File: config.mk
export PLATFORM = sky130hd
export DESIGN_NAME = alu_ctrl_seq_flat
export DESIGN_NICKNAME = d
export VERILOG_FILES = /design/src/rtl/alu_ctrl_seq_if.sv /design/src/rtl/alu_ctrl_seq.sv /design/src/flat_wrapper.sv
export SDC_FILE = /design/constraint.sdc
export NUM_CORES = 1
export LEC_CHECK = 0
export ABC_CLOCK_PERIOD_IN_PS = 1400
export CORE_AREA = 4 4 44 46
export DETAILED_ROUTE_END_ITERATION = 8
export DIE_AREA = 0 0 48 50
export HOLD_SLACK_MARGIN = 0.05
export PLACE_DENSITY_LB_ADDON = 0.15
export SKIP_CTS_REPAIR_TIMING = 1
export SYNTH_ARGS = -nofsm -noshare
export SYNTH_HDL_FRONTEND = slang
export SYNTH_SLANG_ARGS = --single-unit
export TNS_END_PERCENT = 1
File: constraint.sdc
create_clock -name clk -period 1.4 [get_ports clk]
set_input_delay 0.28 -clock clk [delete_from_list [all_inputs] [get_ports clk]]
set_output_delay 0.28 -clock clk [all_outputs]
set_load 0.1 [all_outputs]
File: src/rtl/alu_ctrl_seq_if.sv
// Request/response bundle between decode stage, ALU control and the ALU.
// Handshake: a beat transfers on a rising edge where valid && ready; the
// producer holds valid and its data stable until that edge, and ready may
// depend combinationally on the consumer side but never on valid.
interface alu_ctrl_seq_if #(
    parameter int FUNCT_W  = 5,
    parameter int ALUSEL_W = 4
);
    logic                in_valid;
    logic                in_ready;
    logic [1:0]          alu_op;
    logic [FUNCT_W-1:0]  funct;
    logic                out_valid;
    logic                out_ready;
    logic [ALUSEL_W-1:0] alu_sel;
    logic                illegal;
    logic                busy;

    modport master (
        output in_valid, alu_op, funct, out_ready,
        input  in_ready, out_valid, alu_sel, illegal, busy
    );

    modport slave (
        input  in_valid, alu_op, funct, out_ready,
        output in_ready, out_valid, alu_sel, illegal, busy
    );
endinterface

File: src/rtl/alu_ctrl_seq.sv
// Registered ALU control: decodes alu_op/funct into an ALU select code,
// flags illegal encodings and stretches MULT to MULT_LAT cycles.
module alu_ctrl_seq #(
    parameter int FUNCT_W  = 5,
    parameter int ALUSEL_W = 4,
    parameter int MULT_LAT = 4
) (
    input  logic          clk,
    input  logic          rst_n,
    alu_ctrl_seq_if.slave bus,
    output logic [1:0]    dbg_state_o
);
    localparam int CNT_W = (MULT_LAT > 1) ? $clog2(MULT_LAT) : 1;
    localparam logic [CNT_W-1:0] CNT_INIT = CNT_W'(MULT_LAT - 1);

    localparam logic [ALUSEL_W-1:0] SEL_AND  = ALUSEL_W'(4'b0000);
    localparam logic [ALUSEL_W-1:0] SEL_SLL  = ALUSEL_W'(4'b0001);
    localparam logic [ALUSEL_W-1:0] SEL_OR   = ALUSEL_W'(4'b0010);
    localparam logic [ALUSEL_W-1:0] SEL_XOR  = ALUSEL_W'(4'b0011);
    localparam logic [ALUSEL_W-1:0] SEL_ADD  = ALUSEL_W'(4'b0100);
    localparam logic [ALUSEL_W-1:0] SEL_ADDI = ALUSEL_W'(4'b0101);
    localparam logic [ALUSEL_W-1:0] SEL_SRL  = ALUSEL_W'(4'b0110);
    localparam logic [ALUSEL_W-1:0] SEL_MULT = ALUSEL_W'(4'b0111);
    localparam logic [ALUSEL_W-1:0] SEL_SUB  = ALUSEL_W'(4'b1100);

    typedef enum logic [1:0] {
        IDLE      = 2'd0,
        MULT_WAIT = 2'd1,
        HOLD      = 2'd2
    } state_t;

    state_t              state_q, state_d;
    logic [CNT_W-1:0]    cnt_q, cnt_d;
    logic [ALUSEL_W-1:0] sel_q, sel_d;
    logic                ill_q, ill_d;

    logic                funct_hi;
    logic [ALUSEL_W-1:0] dec_sel;
    logic                dec_ill;
    logic                dec_mult;
    logic                in_ready;
    logic                accept;

    // Funct bits above the 5-bit opcode field make any R-type request illegal.
    if (FUNCT_W > 5) begin : g_funct_hi
        assign funct_hi = |bus.funct[FUNCT_W-1:5];
    end else begin : g_no_funct_hi
        assign funct_hi = 1'b0;
    end

    always_comb begin
        dec_sel  = '0;
        dec_ill  = 1'b0;
        dec_mult = 1'b0;
        case (bus.alu_op)
            2'd0: dec_sel = SEL_ADD;
            2'd2: dec_sel = SEL_ADDI;
            2'd3: dec_sel = SEL_SUB;
            default: begin
                if (funct_hi) begin
                    dec_ill = 1'b1;
                end else begin
                    case (bus.funct[4:0])
                        5'b00001: dec_sel = SEL_AND;
                        5'b00010: dec_sel = SEL_OR;
                        5'b00011: dec_sel = SEL_XOR;
                        5'b00100: dec_sel = SEL_ADD;
                        5'b00111: dec_sel = SEL_SUB;
                        5'b01000: dec_sel = SEL_SLL;
                        5'b01001: dec_sel = SEL_SRL;
                        5'b10000: begin
                            dec_sel  = SEL_MULT;
                            dec_mult = 1'b1;
                        end
                        default:  dec_ill = 1'b1;
                    endcase
                end
            end
        endcase
    end

    always_comb begin
        state_d  = state_q;
        cnt_d    = cnt_q;
        sel_d    = sel_q;
        ill_d    = ill_q;
        in_ready = 1'b0;
        case (state_q)
            IDLE:    in_ready = 1'b1;
            HOLD:    in_ready = bus.out_ready;
            default: in_ready = 1'b0;
        endcase
        if (!rst_n) begin
            in_ready = 1'b0;
        end
        accept = bus.in_valid && in_ready;

        case (state_q)
            IDLE, HOLD: begin
                if (state_q == HOLD && bus.out_ready) begin
                    state_d = IDLE;
                end
                // A take and a new accept on the same edge overwrite the result.
                if (accept) begin
                    sel_d = dec_sel;
                    ill_d = dec_ill;
                    if (dec_mult && MULT_LAT > 1) begin
                        state_d = MULT_WAIT;
                        cnt_d   = CNT_INIT;
                    end else begin
                        state_d = HOLD;
                    end
                end
            end
            MULT_WAIT: begin
                if (cnt_q == '0) begin
                    state_d = HOLD;
                end else begin
                    cnt_d = cnt_q - CNT_W'(1);
                end
            end
            default: state_d = IDLE;
        endcase
    end

    always_ff @(posedge clk or negedge rst_n) begin
        if (!rst_n) begin
            state_q <= IDLE;
            cnt_q   <= '0;
            sel_q   <= '0;
            ill_q   <= 1'b0;
        end else begin
            state_q <= state_d;
            cnt_q   <= cnt_d;
            sel_q   <= sel_d;
            ill_q   <= ill_d;
        end
    end

    assign bus.in_ready  = in_ready;
    assign bus.out_valid = (state_q == HOLD);
    assign bus.busy      = (state_q == MULT_WAIT);
    assign bus.alu_sel   = sel_q;
    assign bus.illegal   = ill_q;
    assign dbg_state_o   = state_q;
endmodule

File: src/flat_wrapper.sv
// flat-port wrapper written by rule: the top's interface ports become plain ports
module alu_ctrl_seq_flat 
#(
    parameter int FUNCT_W  = 5,
    parameter int ALUSEL_W = 4,
    parameter int MULT_LAT = 4
)
  (clk, rst_n, dbg_state_o, bus_in_valid, bus_alu_op, bus_funct, bus_out_ready, bus_in_ready, bus_out_valid, bus_alu_sel, bus_illegal, bus_busy);
  alu_ctrl_seq_if #(.FUNCT_W(FUNCT_W), .ALUSEL_W(ALUSEL_W)) bus_i ();
  input  logic clk;
  input  logic rst_n;
  output logic [1:0] dbg_state_o;
  input wire logic [$bits(bus_i.in_valid)-1:0] bus_in_valid;
  input wire logic [$bits(bus_i.alu_op)-1:0] bus_alu_op;
  input wire logic [$bits(bus_i.funct)-1:0] bus_funct;
  input wire logic [$bits(bus_i.out_ready)-1:0] bus_out_ready;
  output wire logic [$bits(bus_i.in_ready)-1:0] bus_in_ready;
  output wire logic [$bits(bus_i.out_valid)-1:0] bus_out_valid;
  output wire logic [$bits(bus_i.alu_sel)-1:0] bus_alu_sel;
  output wire logic [$bits(bus_i.illegal)-1:0] bus_illegal;
  output wire logic [$bits(bus_i.busy)-1:0] bus_busy;
  assign bus_i.in_valid = bus_in_valid;
  assign bus_i.alu_op = bus_alu_op;
  assign bus_i.funct = bus_funct;
  assign bus_i.out_ready = bus_out_ready;
  assign bus_in_ready = bus_i.in_ready;
  assign bus_out_valid = bus_i.out_valid;
  assign bus_alu_sel = bus_i.alu_sel;
  assign bus_illegal = bus_i.illegal;
  assign bus_busy = bus_i.busy;
  alu_ctrl_seq #(.FUNCT_W(FUNCT_W), .ALUSEL_W(ALUSEL_W), .MULT_LAT(MULT_LAT)) u_core (.clk(clk), .rst_n(rst_n), .bus(bus_i), .dbg_state_o(dbg_state_o));
endmodule
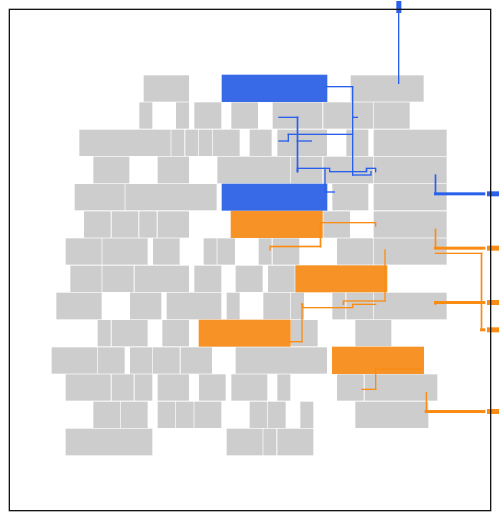
*Port wiring*
Drawn at 10 px/um.
| color | port | direction | edge | end cells | wire |
|---|---|---|---|---|---|
| blue | `dbg_state_o` | output | 1 right, 1 top | 2 | 57.2 um |
| orange | `bus_alu_sel` | output | right | 4 | 76.3 um |

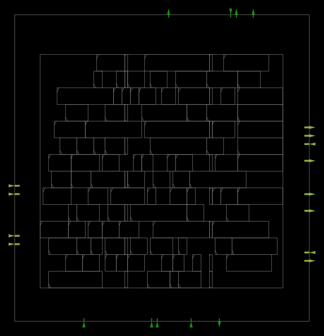
*Placed standard cells*
Tapcells: 16
Post-Layout Cell Count: 113
Util after Layout: 72.1%

==> results.sh <==
# implementation run metrics
export IMPL_synthTopCellsByArea="dfrtp_1 (36%), nor4b_4 (3.8%), buf_6 (3.6%)"
export IMPL_grt_pass1_wl_mm=2.55
export IMPL_setup_viol=5
export IMPL_place_area_mm2=0.00105
export IMPL_setup_slack_ps=-141
export IMPL_end_kind="output port"
export IMPL_routedWlPerCell_um=14.0
export IMPL_switching_share_pct=40.5
export IMPL_vias_per_cell=5.19
export IMPL_sh_seq_area_pct=21.4
export IMPL_cts_tree="yes"
export IMPL_rsz0062_at_grt="true"
export IMPL_cts_buffers_inserted=3
export IMPL_rows=14
export IMPL_top_layer_used="met4"
export IMPL_grt_max_degree=10
export IMPL_ios=21
export IMPL_violations="negative setup slack"
export IMPL_first_pass_iters=4
export IMPL_hold_viol_final=0
export IMPL_dr_wl_met2_um=801
export IMPL_initial_core_util_pct=41.6
export IMPL_cts_path_max_buffers=2
export IMPL_logic_area_um2=375
export IMPL_start_kind="primary input"
export IMPL_fmax_ghz=0.649
export IMPL_dp_slack_ps=-386
export IMPL_fillers=113
export IMPL_crit_start="bus_out_ready"
export IMPL_status="finished, violations left"
export IMPL_clk_pin_slew_ps=60
export IMPL_die_h_um=50
export IMPL_pg_comb_uw=489
export IMPL_p_clk_uw=202
export IMPL_r2r_end="u_core.cnt_q[0]$_DFFE_PN0P_"
export IMPL_route_met3_wl_um=81
export IMPL_met3_usage_pct=3.64
export IMPL_yosysUniqueCellTypes=35
export IMPL_clock_buffers=4
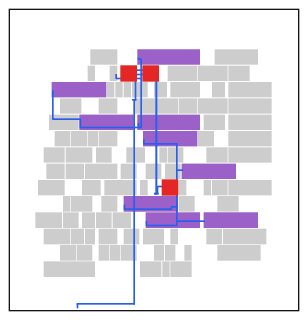
*Clock distribution*
Drawn at 6 px/um.
[purple] flip-flops | count: 9
[red] clock drivers | count: 3
[blue] clock wires | length: 159 um
routed clock nets: 4

-- state kept, by name, indices dropped and copies added, names as in the netlist --
signal              cells
u_core.bus.illegal      1
u_core.dbg_state_o      2
u_core.bus.alu_sel      4
u_core.cnt_q            2
-- cell families after synthesis --
logic type	after synthesis	synth area share (%)
xor+xnor	1	1.40
flops	9	35.9
buf+inv	7	7.19
fa+ha+maj	1	2.00
compound gates	19	23.8
mux	1	1.60
simple gates	24	28.1
-- placed cells by master, fill, tap and decap left out, types with 2 or more instances in the layout --
master	count
a21oi_1	3
buf_12	10
buf_4	14
clkbuf_4	3
clkdlybuf4s50_1	7
dfrtp_1	7
dfrtp_4	2
dlymetal6s2s_1	3
inv_1	3
nand2_1	6
nand2b_4	2
nor2_1	4
nor2b_4	2
o21a_1	2
o21ai_0	2
